**Metal layers overlaid**

Scale: 10 px per µm. Only two layers are drawn.
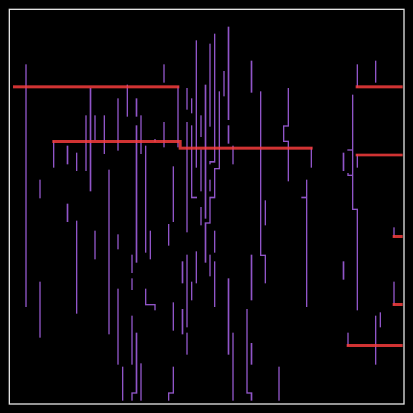
**Wiring heat map**

Scale: 8 px per µm. The die is cut into 8 by 8 equal tiles; dark purple is low, yellow is high, scaled to the fullest tile. Values are wire area over tile area, all layers added.
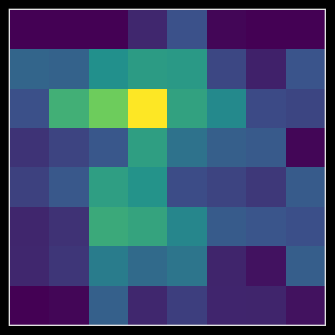
**Placed standard cells**

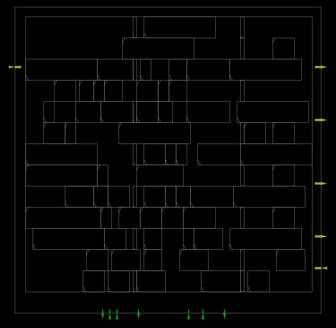
<file path="config.mk">
export PLATFORM = sky130hd
export DESIGN_NAME = sipo_rx
export DESIGN_NICKNAME = d
export VERILOG_FILES = /design/src/rtl/sipo_pkg.sv /design/src/rtl/sipo_shreg.sv /design/src/rtl/sipo_rx.sv
export SDC_FILE = /design/constraint.sdc
export NUM_CORES = 1
export LEC_CHECK = 0
export CORE_UTILIZATION = 45
export CTS_CLUSTER_SIZE = 20
export DETAILED_ROUTE_END_ITERATION = 7
export PLACE_DENSITY_LB_ADDON = 0.2
export SYNTH_ARGS = -nofsm -noshare
export SYNTH_HDL_FRONTEND = slang
export SYNTH_HIERARCHICAL = 1
export SYNTH_SLANG_ARGS = --single-unit
</file>
<file path="constraint.sdc">
create_clock -name clk -period 2.1 [get_ports clk]
set_clock_uncertainty 0.05 [all_clocks]
set_input_delay 0.315 -clock clk [delete_from_list [all_inputs] [get_ports clk]]
set_output_delay 0.315 -clock clk [all_outputs]
set_load 0.1 [all_outputs]
</file>
<file path="src/rtl/sipo_pkg.sv">
// Shared definitions for the serial-in/parallel-out receiver.
package sipo_pkg;

    // Frame state: waiting for a start bit, or collecting bits of a frame.
    typedef enum logic {
        IDLE  = 1'b0,
        SHIFT = 1'b1
    } state_e;

    // Bit counter width: must hold values 0..width inclusive.
    function automatic int count_width(input int width);
        return $clog2(width + 1);
    endfunction

endpackage

</file>
<file path="src/rtl/sipo_shreg.sv">
// Parameterized shift register plus bit counter for the SIPO receiver.
// load_first starts a new frame from an empty register (count=1).
// shift_en appends one bit. done flags the cycle that appends the last bit.
// sh_next is the post-shift value, so the caller can capture the final word
// on the same edge that samples the last bit.
module sipo_shreg
    import sipo_pkg::*;
#(
    parameter int WIDTH     = 4,
    parameter bit MSB_FIRST = 1'b1
) (
    input  logic             clk,
    input  logic             rst_n,
    input  logic             shift_en,
    input  logic             clear,
    input  logic             load_first,
    input  logic             s_data,
    output logic [WIDTH-1:0] sh_next,
    output logic             done
);

    localparam int CW = count_width(WIDTH);
    localparam logic [CW-1:0] LAST_CNT = CW'(WIDTH - 1);
    localparam logic [CW-1:0] ONE_CNT  = CW'(1);

    logic [WIDTH-1:0] sh_r;
    logic [WIDTH-1:0] base_s;
    logic [CW-1:0]    count_r;

    // Next shift value: a new frame starts from an all-zero register.
    always_comb begin
        base_s = load_first ? {WIDTH{1'b0}} : sh_r;
        if (MSB_FIRST) begin
            sh_next = {base_s[WIDTH-2:0], s_data};
        end else begin
            sh_next = {s_data, base_s[WIDTH-1:1]};
        end
    end

    // A restart (load_first) takes priority, so it never counts as completion.
    always_comb begin
        done = shift_en && !load_first && (count_r == LAST_CNT);
    end

    // Shift register and bit counter; counter returns to 0 when a word completes.
    always_ff @(posedge clk or negedge rst_n) begin
        if (!rst_n) begin
            sh_r    <= {WIDTH{1'b0}};
            count_r <= {CW{1'b0}};
        end else if (load_first) begin
            sh_r    <= sh_next;
            count_r <= ONE_CNT;
        end else if (shift_en) begin
            sh_r    <= sh_next;
            count_r <= done ? {CW{1'b0}} : (count_r + ONE_CNT);
        end else if (clear) begin
            sh_r    <= {WIDTH{1'b0}};
            count_r <= {CW{1'b0}};
        end else begin
            sh_r    <= sh_r;
            count_r <= count_r;
        end
    end

endmodule

</file>
<file path="src/rtl/sipo_rx.sv">
// Serial-in/parallel-out receiver: reassembles WIDTH-bit words from a
// bit-serial stream and presents them on a registered valid/ready port.
// A completed word that finds the output still occupied is dropped and
// latches the sticky overrun flag.
module sipo_rx
    import sipo_pkg::*;
#(
    parameter int WIDTH     = 4,
    parameter bit MSB_FIRST = 1'b1
) (
    input  logic             clk,
    input  logic             rst_n,
    input  logic             s_valid,
    input  logic             s_data,
    input  logic             s_start,
    output logic [WIDTH-1:0] p_data,
    output logic             p_valid,
    input  logic             p_ready,
    output logic             busy,
    output logic             overrun
);

    state_e           state_r;
    state_e           state_next_s;
    logic             start_s;
    logic             shift_en_s;
    logic             clear_s;
    logic             done_s;
    logic [WIDTH-1:0] sh_next_s;

    logic [WIDTH-1:0] p_data_r;
    logic             p_valid_r;
    logic             busy_r;
    logic             overrun_r;
    logic [WIDTH-1:0] p_data_next_s;
    logic             p_valid_next_s;
    logic             overrun_next_s;
    logic             out_free_s;

    // Control strobes into the shift register: a start always begins a new frame.
    always_comb begin
        start_s    = s_valid && s_start;
        shift_en_s = s_valid && (state_r == SHIFT);
        clear_s    = (state_r == IDLE) && !start_s;
    end

    sipo_shreg #(
        .WIDTH     (WIDTH),
        .MSB_FIRST (MSB_FIRST)
    ) u_shreg (
        .clk        (clk),
        .rst_n      (rst_n),
        .shift_en   (shift_en_s),
        .clear      (clear_s),
        .load_first (start_s),
        .s_data     (s_data),
        .sh_next    (sh_next_s),
        .done       (done_s)
    );

    // State register.
    always_ff @(posedge clk or negedge rst_n) begin
        if (!rst_n) begin
            state_r <= IDLE;
        end else begin
            state_r <= state_next_s;
        end
    end

    // Next-state logic: start (re)enters SHIFT, the last bit returns to IDLE.
    always_comb begin
        state_next_s = state_r;
        case (state_r)
            IDLE: begin
                if (start_s) begin
                    state_next_s = SHIFT;
                end else begin
                    state_next_s = IDLE;
                end
            end
            SHIFT: begin
                if (start_s) begin
                    state_next_s = SHIFT;
                end else if (done_s) begin
                    state_next_s = IDLE;
                end else begin
                    state_next_s = SHIFT;
                end
            end
            default: state_next_s = IDLE;
        endcase
    end

    // Output logic: handshake, word capture on completion, sticky overrun.
    always_comb begin
        out_free_s     = !p_valid_r || p_ready;
        p_data_next_s  = p_data_r;
        overrun_next_s = overrun_r;
        if (p_valid_r && p_ready) begin
            p_valid_next_s = 1'b0;
        end else begin
            p_valid_next_s = p_valid_r;
        end
        if (done_s) begin
            if (out_free_s) begin
                p_data_next_s  = sh_next_s;
                p_valid_next_s = 1'b1;
            end else begin
                overrun_next_s = 1'b1;
            end
        end else begin
            p_data_next_s = p_data_r;
        end
    end

    // Output registers.
    always_ff @(posedge clk or negedge rst_n) begin
        if (!rst_n) begin
            p_data_r  <= {WIDTH{1'b0}};
            p_valid_r <= 1'b0;
            busy_r    <= 1'b0;
            overrun_r <= 1'b0;
        end else begin
            p_data_r  <= p_data_next_s;
            p_valid_r <= p_valid_next_s;
            busy_r    <= (state_next_s == SHIFT);
            overrun_r <= overrun_next_s;
        end
    end

    assign p_data  = p_data_r;
    assign p_valid = p_valid_r;
    assign busy    = busy_r;
    assign overrun = overrun_r;

endmodule

</file>
==> results_tabular.tex <==
% Table of physical implementation metrics
\begin{tabular}{lr}
\hline
Metric & Value \\
\hline
\multicolumn{2}{l}{\textbf{Power and ir drop}} \\
Logic gate share of total power & 56.8\% \\
Switching portion of total power & 50.8\% \\
Comb. pwr & 0.704 mW \\
Leakage power figure & 0.385 nW \\
Power group with the largest share & combinational logic \\
VDD IR-drop max & 0.763 mV \\
Sequential cell fraction of total power & 31.1\% \\
\multicolumn{2}{l}{\textbf{Synth}} \\
Share of synthesized cell area in and-or and or-and compound cells & 11.6\% \\
Post-synth mux share & 9.58\% \\
Most common cell in the synthesized netlist & sky130\_fd\_sc\_hd\_\_dfrtp\_1 \\
\# Cells Yosys & 52 \\
Cell types occupying the most area after synthesis & sky130\_fd\_sc\_hd\_\_dfrtp\_1 52\%, sky130\_fd\_sc\_hd\_\_mux2\_4 9.6\%, sky130\_fd\_sc\_hd\_\_nor3b\_1 3.6\%, sky130\_fd\_sc\_hd\_\_nor2\_1 3.0\%, sky130\_fd\_sc\_hd\_\_o41ai\_2 2.6\% \\
Most frequent cells after synthesis & 13 x sky130\_fd\_sc\_hd\_\_dfrtp\_1, 5 x sky130\_fd\_sc\_hd\_\_nor2\_1, 4 x sky130\_fd\_sc\_hd\_\_inv\_1, 4 x sky130\_fd\_sc\_hd\_\_mux2\_4, 3 x sky130\_fd\_sc\_hd\_\_nor3b\_1 \\
Sequential element share of the synthesized area & 51.9\% \\
Area fraction in xor and xnor cells & 0\% \\
Synthesis area per yosys & 627 µm² \\
Arithmetic-cell share of the synthesized area counting full adders, half adders and majority gates & 2.00\% \\
Largest family of logic cells by area & simple AND/OR/NAND/NOR gates \\
Avg Inst Size Synth & 12.1 µm² \\
Flip-flop cell with the highest count after synthesis & sky130\_fd\_sc\_hd\_\_dfrtp\_1 \\
Cell Area, Synth & 627 µm² \\
\multicolumn{2}{l}{\textbf{Setup path}} \\
CP peak stage delay & 0.41 ns \\
Buf+Inv Stages, Crit Path & 0 \\
Critical path destination & p\_data[2] \\
Largest delay contributor family on the critical path & simple AND/OR/NAND/NOR gates \\
First element of the critical path & u\_shreg/count\_r[0] \\
Critical Path Stages & 5 \\
Sort of element at the start of the critical path & register \\
Reg-to-Reg Start & u\_shreg/count\_r[0] \\
Maximum fanout count along the critical path & 4 \\
Slowest stage cell on the critical path & sky130\_fd\_sc\_hd\_\_nor3b\_1 \\
Worst Setup Path Type & reg2reg \\
\multicolumn{2}{l}{\textbf{Timing}} \\
Final cycle utilization of the critical path & 79.2\% \\
Post-route minimum period & 1.66 ns \\
Setup repair after global routing missed its margin & no \\
Actual transition at the worst max-transition pin & 0.592 ns \\
Max-slew headroom & 60.4\% \\
Final worst slack & 0.437 ns \\
\multicolumn{2}{l}{\textbf{GRT}} \\
Congestion Overflow GR & 0 \\
Vias in the first global route & 390 \\
Initial antenna violation count & 0 \\
Pin count of the biggest net entering global routing & 14 \\
First-pass GRT wire length & 1560 µm \\
\multicolumn{2}{l}{\textbf{Run status}} \\
Run status & finished, final reports clean \\
\multicolumn{2}{l}{\textbf{Placed design}} \\
Post-Place Worst Slack & 0.191 ns \\
Number of buffer cells added on primary ports & 12 \\
Gpl congestion & 0.730 \\
Half-perimeter wire length after detailed placement & 752 µm \\
\multicolumn{2}{l}{\textbf{Finish}} \\
Ratio of cells with drive above 1 in the final layout & 33.3\% \\
Number of nets in the finished design & 77 \\
Number of flip-flops under the largest register name & 4 \\
Number of antenna repair diodes & 0 \\
Post-synthesis to final-layout area growth & 24.8\% \\
Tally of non-filler cells in the final layout & 84 \\
\multicolumn{2}{l}{\textbf{Clocking}} \\
CTS Buffer Depth & 2 \\
Post-cts hold-fix buffer tally & 0 \\
Clock Sinks & 13 \\
Total clock buffers created by CTS & 3 \\
Clock-pin slew on the worst setup and hold paths & 0.08 ns \\
Post\_cts resized & 0 \\
Number of setup buffers added after CTS & 0 \\
Latency at later pin & 0.27 ns \\
\multicolumn{2}{l}{\textbf{Job}} \\
OpenROAD warnings & 26 \\
\multicolumn{2}{l}{\textbf{Floorplan}} \\
Chip Width & 39.3 µm \\
Die Ht & 39.3 µm \\
Die area & 1550 µm² \\
Ports placed on the boundary & 13 \\
Area of the core & 1300 µm² \\
\multicolumn{2}{l}{\textbf{Drt}} \\
Mean routed wirelength per cell & 11.9 µm \\
Tally of nets with antenna violations remaining after routing & 0 \\
Vias per cell & 4.90 \\
Iter 0 DRT Violations & 8 \\
Total Routed Length & 998 µm \\
\multicolumn{2}{l}{\textbf{Worst hold path}} \\
Hold Path Class & in2async \\
\hline
\end{tabular}
Notes on 'metal layers overlaid' above:
Key: M2 = purple [wire length 450 µm]; M3 = red [wire length 58.2 µm]

Notes on 'wiring heat map' above:
The mean over all tiles is 0.10. The fullest tile reaches 0.38. 14% of the tiles are nearly empty. 17% of the tiles are over half the peak.

Notes on 'placed standard cells' above:
Layout Utilization: 60.1%
sequential fraction of total cell area: 41.8%
fill cell total of the finished layout: 110
Cell Rows: 13
flop count: 13

-- through the flow --
step	total power [mW]	area (µm²)	util (%)	hold slack [ns]
after global routing	1.30	782	60.1	0.414
after detailed placement	1.10	756	58.1	0.420
final	1.24	782	60.1	0.361
after floorplan	0.955	628	-	-0.0306
after CTS	1.25	782	60.1	0.369
after global placement	1.09	756	58.1	0.414
-- routing by layer --
metal	share of wire (%)	track usage, %
met3	5.8	10.2
met5	0	0
met2	45	25.0
met4	0	2.59
met1	49	18.9
-- layout make-up --
cell class	instances	area, µm²
Timing Repair Buffer	16	133
Inverter	4	15.0
Multi-Input combinational cell	32	263
Sequential cell	13	327
Fill cell	110	519
Clock buffer	4	26.3
Tap cell	15	18.8
Power figures rest on the tool's default switching activity, not on a simulated workload.
